### Cell classes on the final placement, run 1

The bar under the picture is 20 µm long. Fill, decap, tap and diode cells in gray.
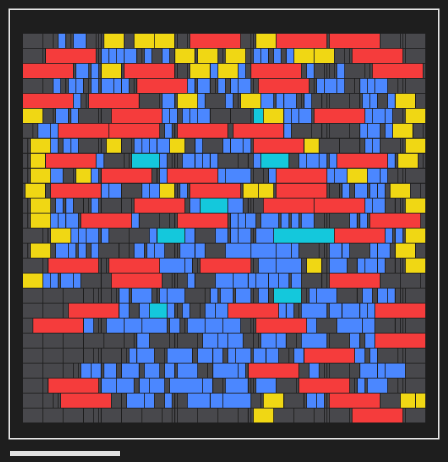
### Cell density map, run 1

8 x 8 tiles, from white (low) to dark blue (high), 0 to 100% covered.
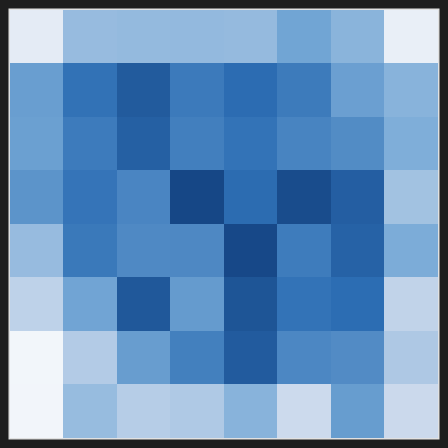
### Signal wires on met1, run 1

Supply wires on this layer in gray.
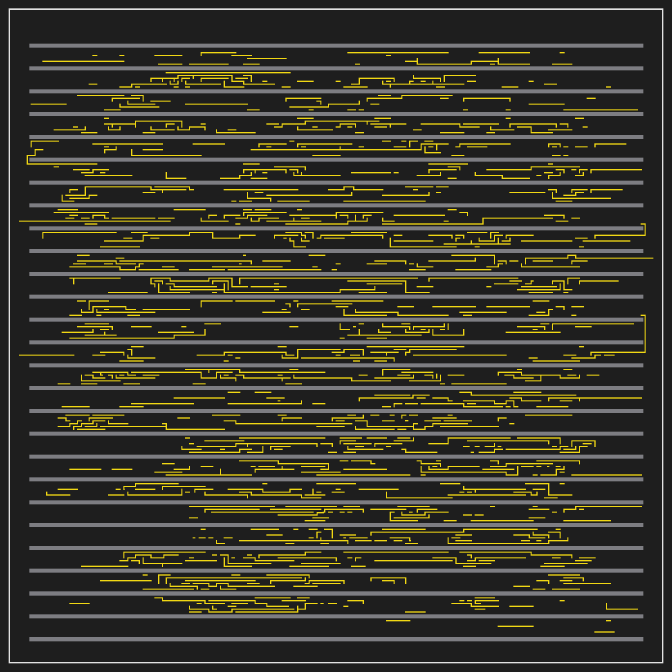
==> config.mk <==
export PLATFORM = sky130hd
export DESIGN_NAME = ccff_chain_loader_flat
export DESIGN_NICKNAME = d
export VERILOG_FILES = /design/src/rtl/ccff_loader_pkg.sv /design/src/rtl/ccff_chain_loader_if.sv /design/src/rtl/ccff_crc16.sv /design/src/rtl/ccff_chain_loader.sv /design/src/flat_wrapper.sv
export SDC_FILE = /design/constraint.sdc
export NUM_CORES = 1
export LEC_CHECK = 0
export CAP_MARGIN = 20
export CORE_MARGIN = 2
export CORE_UTILIZATION = 54
export DETAILED_ROUTE_END_ITERATION = 12
export HOLD_SLACK_MARGIN = 0.02
export MAX_ROUTING_LAYER = met4
export PLACE_DENSITY = 0.79
export SYNTH_ARGS = -nofsm -noshare
export SYNTH_HDL_FRONTEND = slang
export SYNTH_SLANG_ARGS = --single-unit
==> constraint.sdc <==
create_clock -name prog_clk -period 3.2 [get_ports prog_clk]
set_input_delay 0.64 -clock prog_clk [delete_from_list [all_inputs] [get_ports prog_clk]]
set_output_delay 0.64 -clock prog_clk [all_outputs]
set_load 0.05 [all_outputs]
==> out/metrics.yaml, run 1 <==
common_cells: "82 x nand2_1, 53 x dfrtp_1, 42 x nor2_1"
comb-power_mw: 1.46
grt_max_degree: 54
dpl_cell_area_um2: 3340
numCtsBuffers: 5
nNonClkBuffers: 48
ir_drop_v: 0.000589
seqCellArea_um2: 1330
power.density_nw_per_um2: 914
clkbuf_count: 5
antenna_found_initial: 0
place_inst: 440
layout_top_cell: "nand2_1"
htree_num_levels: 2
end_kind: "output port"
overflow: 0
cts_num_sinks: 53
p_leak_nw: 1.56
slew_violations: 0
synth_nets: 392
syn_inst: 346
postSynthAreaPerCell_um2: 8.47
sequentialPower_mw: 1.24
ant_nets: 0
clockBufferDepth: 2
outcome: "finished clean"
grt_first_pass_wirelength_um: 10500
reg2regPathDepth: 10
ys_sh_xor: 0.0179
largest_class: "multi-input combinational cells"
wl_per_cell_um: 13.6
slowest_stage: "clkdlybuf4s50_1"
sw_frac_of_total: 0.420
fmaxAchievable_ghz: 0.334
io_pins: 43
hp-class: "primary input to async pin"
comb_cells: 258
Notes on 'Cell classes on the final placement' above:
color	class	cells	share of their area
red	sequential cells	53	39%
blue	combinational and other logic	269	44%
yellow	remaining buffers and delay cells	48	13%
cyan	clock drivers and dummy loads	8	3.3%
CORE AREA: 5170 µm²
sequential share of cell area: 0.384
Post-Route Utilization: 0.668

Notes on 'Cell density map' above:
densest ninth of the die	middle
fullest tile	91%
mean over tiles	56%
tiles over 75% full	20%
floorplan core density: 0.567

Notes on 'Signal wires on met1' above:
nets with wire on the layer	380
wire length on this layer	2880 µm
longest straight run	21.2 µm
main direction	horizontal
share of all routed wire	47%
Via Count: 2511
GR Util met1: 0.284
Total Wirelength: 6110 µm

## run 1: cell families (layout without fill, tap and decap cells)
logic type / after synthesis / count (layout)
flip-flops: 53 / 53
other: 1 / 1
AND/OR/NAND/NOR: 162 / 162
adder cells (fa/ha/maj): 9 / 9
AND-OR/OR-AND: 78 / 78
buffers and inverters: 35 / 67
XOR/XNOR: 6 / 6
multiplexers: 2 / 2
## run 1: worst max-delay path, delay by kind of cell, from the launching register on
kind                       cells  cell delay [ns]
buffers and inverters          2             0.87
and+or+nand+nor                3             0.53
DFF                            1             0.44
adders and majority gates      1             0.20
## run 1: metal layers
layer / track usage / wire length (µm)
met1: 0.284 / 2880
met2: 0.359 / 2910
met4: 0.0554 / 72
met3: 0.0302 / 243
met5: - / 0
==> inputs of run 2 (changes only) <==
--- a/config.mk
+++ b/config.mk
@@ -12,6 +12,7 @@
 export HOLD_SLACK_MARGIN = 0.02
 export MAX_ROUTING_LAYER = met4
 export PLACE_DENSITY = 0.79
+export SLEW_MARGIN = 20
 export SYNTH_ARGS = -nofsm -noshare
 export SYNTH_HDL_FRONTEND = slang
 export SYNTH_SLANG_ARGS = --single-unit
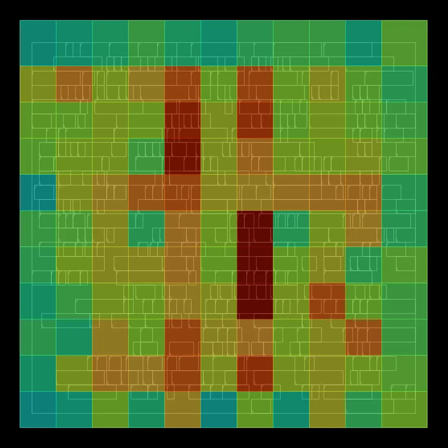
*Routing congestion, run 2*
layer with the highest usage: met2
met3 Use GR: 0.0302

==> run 2 against run 1 <==
Net effect:
- utilization did not move
- global-route usage stayed put
- sequential share of layout area is the same
- sequential power barely moved
- maximum frequency stayed put
- critical path depth unchanged
- hold slack unchanged
- die area stayed put
- wire length is the same
- clock power is essentially flat
- first-iteration DRC count stayed put
- cell count is the same
- critical path type unchanged
- largest cell class unchanged
==> out/metrics.yaml, run 2 <==
grt_first_pass_wirelength_um: 10500
nNonClkBuffers: 48
wl_per_cell_um: 13.6
io_pins: 43
outcome: "finished clean"
crit_buf_inv: 2
utilization: 0.668
layout_top_cell: "nand2_1"
initial_core_util: 0.567
ys_sh_xor: 0.0179
end_kind: "output port"
wl_met3_um: 243
synth_nets: 392
met1Wirelength_um: 2880
place_inst: 440
common_cells: "82 x nand2_1, 53 x dfrtp_1, 42 x nor2_1"
clkbuf_count: 5
numCtsBuffers: 5
p_leak_nw: 1.56
fmaxAchievable_ghz: 0.334
cts_num_sinks: 53
seq_share: 0.384
core-area_um2: 5170
wl_met2_um: 2910
dpl_cell_area_um2: 3340
met1_usage: 0.284
comb-power_mw: 1.46
critPathTopFamily: "buffers and inverters"
comb_cells: 258
grt_use_met2: 0.359
grt_max_degree: 54
sw_frac_of_total: 0.420
postSynthAreaPerCell_um2: 8.47
hp-class: "primary input to async pin"
slew_violations: 0
routed.top_layer: "met4"
vias: 2511
wirelength_um: 6110
htree_num_levels: 2
sequentialPower_mw: 1.24
clockBufferDepth: 2
antenna_found_initial: 0
-- run 2: cell counts after synthesis --
Identical to the previous run, type by type.
-- run 2: worst reg2reg max path, delay by kind of cell, from the launching register on --
kind / cells / cell delay, ns
buffers and inverters: 1 / 0.06
AND-OR/OR-AND: 4 / 0.88
adder cells (fa/ha/maj): 2 / 0.68
flip-flops: 1 / 0.55
XOR/XNOR: 1 / 0.17
AND/OR/NAND/NOR: 2 / 0.35
-- run 2: cell families after synthesis --
group | Yosys count
AOI/OAI and AO/OA | 78
xor gates and xnor gates | 6
adders and majority gates | 9
buffers and inverters | 35
DFF | 53
muxes | 2
other | 1
and+or+nand+nor | 162
Power figures rest on the tool's default switching activity, not on a simulated workload.
